==> config.mk <==
export PLATFORM = sky130hd
export DESIGN_NAME = cp0_intc
export DESIGN_NICKNAME = d
export VERILOG_FILES = /design/src/rtl/cp0_intc.sv
export SDC_FILE = /design/constraint.sdc
export NUM_CORES = 1
export LEC_CHECK = 0
export ABC_CLOCK_PERIOD_IN_PS = 1750
export CAP_MARGIN = 10
export CORE_ASPECT_RATIO = 1.4
export CORE_MARGIN = 5
export CORE_UTILIZATION = 30
export DETAILED_ROUTE_END_ITERATION = 6
export PLACE_DENSITY = 0.63
export RECOVER_POWER = 25
export SETUP_SLACK_MARGIN = 0.4
export SYNTH_ARGS = -nofsm -noshare
export SYNTH_HDL_FRONTEND = slang
export SYNTH_SLANG_ARGS = --single-unit
==> constraint.sdc <==
create_clock -name clk -period 1.75 [get_ports clk]
set_input_delay 0.35 -clock clk [delete_from_list [all_inputs] [get_ports clk]]
set_output_delay 0.35 -clock clk [all_outputs]
set_load 0.005 [all_outputs]
==> images/m2.png <==
Cells faint in the background.
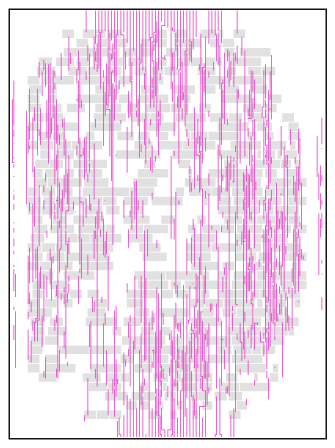
nets with wire on the layer: 489
wire length on this layer: 5,770 um
main direction: vertical
longest straight run: 68.0 um
overall routed net length: 10.4 mm
count of vias placed by the detailed router: 2,650
met2 track demand over resource: 33.5%

==> images/layers.png <==
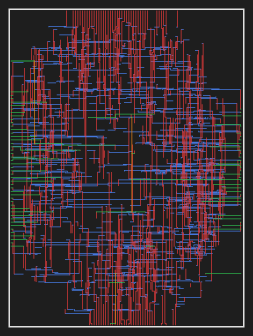
| layer | color | wire length |
|---|---|---|
| M2 | red | 5,770 um |
| M4 | orange | 89.8 um |
| M1 | blue | 3,890 um |
| M3 | green | 609 um |
wire length per cell: 18.6 um
overall fraction of global-route tracks in use: 17.7%

==> images/clock_wires.png <==
Scale bar: 20 um.
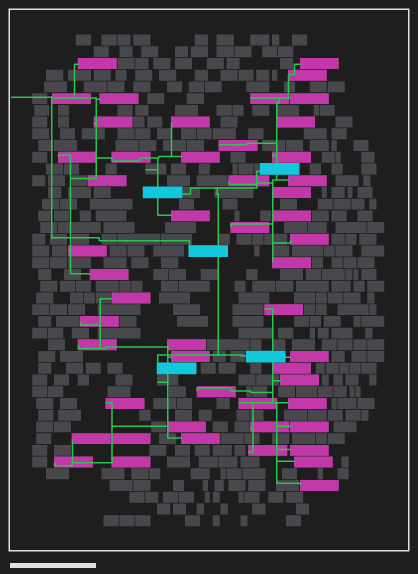
[flip-flops] magenta | count: 51
[clock wires] green | length: 643 um
[clock-net drivers] cyan | count: 5
routed clock nets: 6
power share of the clock group: 24.5%
Final Skew: 0.00423 ns
P_clk: 0.00101 W

==> flow_summary.yaml <==
# physical design summary
run_status:
  run_status: "finished with violations"
  violations: "setup timing"
yosys:
  ys_sh_mux_pct: 34.8
  post_synth.cell_area_avg_um2: 12.9
  ys_sh_adder_pct: 0
  ys_chip_area_um2: 2850
  post_synth_inst_count: 221
  postSynthSeqShare_pct: 44.8
  logic_family: "multiplexers"
  yosys.area_share.xor_xnor_pct: 0
clock_tree:
  number_of_hold_repair_buffers_added_at_the_cts_stage: 0
  numCtsBuffers: 5
  clk-insertion-delay-late_ns: 0.29
  clkTransAtPathRegs_ns: 0.06
  cts_htree_levels: 2
  cts_sinks: 51
routing:
  iteration_0_drc_markers: 59
  viasPerCell: 4.75
  drcViolationCount: 0
sta:
  rsz0062_at_grt: "yes"
  slack_of_the_critical_path_ns: -0.0540
  final.min_clock_period_ns: 1.80
  setup_viol_count_final: 33
  finalHoldViolCount: 0
  max_freq_mhz: 554
die:
  pin_count: 152
  die_height_um: 125
  row_count: 42
  coreArea_um2: 9350
  fp.dieW_um: 92.3
final_layout:
  proportion_of_layout_cells_with_a_drive_suffix_above_1_pct: 56.3
placement:
  gp_congestion: 0.802
  placedInstanceArea_um2: 4760
global_route:
  maximum_number_of_pins_on_one_net_before_global_route_repair: 28
  antenna_violations_before_repair: 0
setup_path:
  endpoint_kind: "flip-flop"
  crit_chain: "a22oi_2, buf_4, a31oi_4, mux2i_4, buf_12, clkbuf_16, mux2_4"
  timing.critical_path.from_type: "flip-flop"
  worst-endpoint-arrival_ns: 1.97
job:
  max_cap_violations: 0
  openroad.warnings: 29
power_and_ir_drop:
  intPower_w: 0.00309
  power.switching_fraction_pct: 25.3
hold_path:
  min-delay-path-class: "in2async"
## cell type report
type | instances | area [um2]
Timing Repair Buffer | 235 | 2480
Inverter | 4 | 20.0
Clock buffer | 8 | 156
Multi-Input combinational cell | 150 | 1700
Sequential cell | 51 | 1280
Fill cell | 771 | 3590
Tap cell | 110 | 138
## critical path: cells and delay by family, from the launching register on
family	cells	cell delay, ns
flip-flops	1	0.40
buffers and inverters	3	0.49
multiplexers	2	0.47
AND-OR/OR-AND	2	0.33
## logic make-up (layout without fill, tap and decap cells)
family,Yosys count,after routing
AOI/OAI and AO/OA,22,22
and+or+nand+nor,50,50
muxes,78,78
buffers and inverters,20,247
DFF,51,51
## repair_timing
action                                  in CTS  in global routing
endpoints found under the setup margin     111                 85
pin swaps                                   41                 24
resized                                    260                 30
cloned                                       6                  1
buffers inserted                            45                 10
## cell usage after synthesis
library cell	instances
a21oi_1	5
a22o_1	5
a22oi_1	8
a31oi_1	1
and2b_1	1
and3_1	20
and3b_2	1
buf_2	1
buf_6	7
clkbuf_1	8
dfrtp_1	51
inv_1	4
mux2_2	39
mux2_4	30
mux2i_1	8
mux2i_4	1
nand2_1	3
nand3_1	1
nand3_4	1
nand3b_1	1
nand3b_4	1
nor2_1	17
nor2b_1	1
nor3_1	2
o21ai_0	1
o22ai_1	2
or4b_4	1
## stage by stage
step	worst slack (ns)	cells	TNS, ns
floorplan	0.172	221	0
global placement	-0.577	488	-36.05
detailed placement	-0.617	488	-37.42
CTS	-0.0614	547	-1.04
global route	-0.0877	558	-2.29
finish	-0.0540	558	-1.12
## placed cells by master (no fill, tap or decap), types with 3 or more instances in the layout
| cell | n |
|---|---|
| dlygate4sd2_1 | 27 |
| a21oi_2 | 5 |
| buf_4 | 38 |
| buf_12 | 14 |
| mux2_2 | 30 |
| buf_16 | 6 |
| mux2_4 | 39 |
| clkdlybuf4s50_1 | 72 |
| buf_6 | 45 |
| buf_2 | 14 |
| a22oi_2 | 8 |
| clkdlybuf4s15_1 | 4 |
| dfrtp_1 | 50 |
| clkbuf_16 | 6 |
| buf_8 | 4 |
| and3_4 | 19 |
| mux2i_1 | 7 |
| dlygate4sd3_1 | 6 |
| a22o_1 | 5 |
| inv_1 | 3 |
| nor2_1 | 14 |
## power by group through the flow
stage / logic [W] / registers [W] / clock network (W)
finish: 0.00158 / 0.00155 / 0.00101
global route: 0.00169 / 0.00157 / 0.00109
CTS: 0.00152 / 0.00154 / 0.00104
detailed placement: 0.00126 / 0.00157 / 0
global placement: 0.00124 / 0.00158 / 0
floorplan: 0.000573 / 0.00155 / 0
## routing by layer
metal	wire [um]	vias up	GRT usage [%]
met2	5770	92	33.5
met4	89	0	2.89
met1	3890	1300	19.8
met5	0	-	0
li1	-	1251	-
met3	609	7	4.87
No activity file was given, so power comes from the tool's default toggle rates.
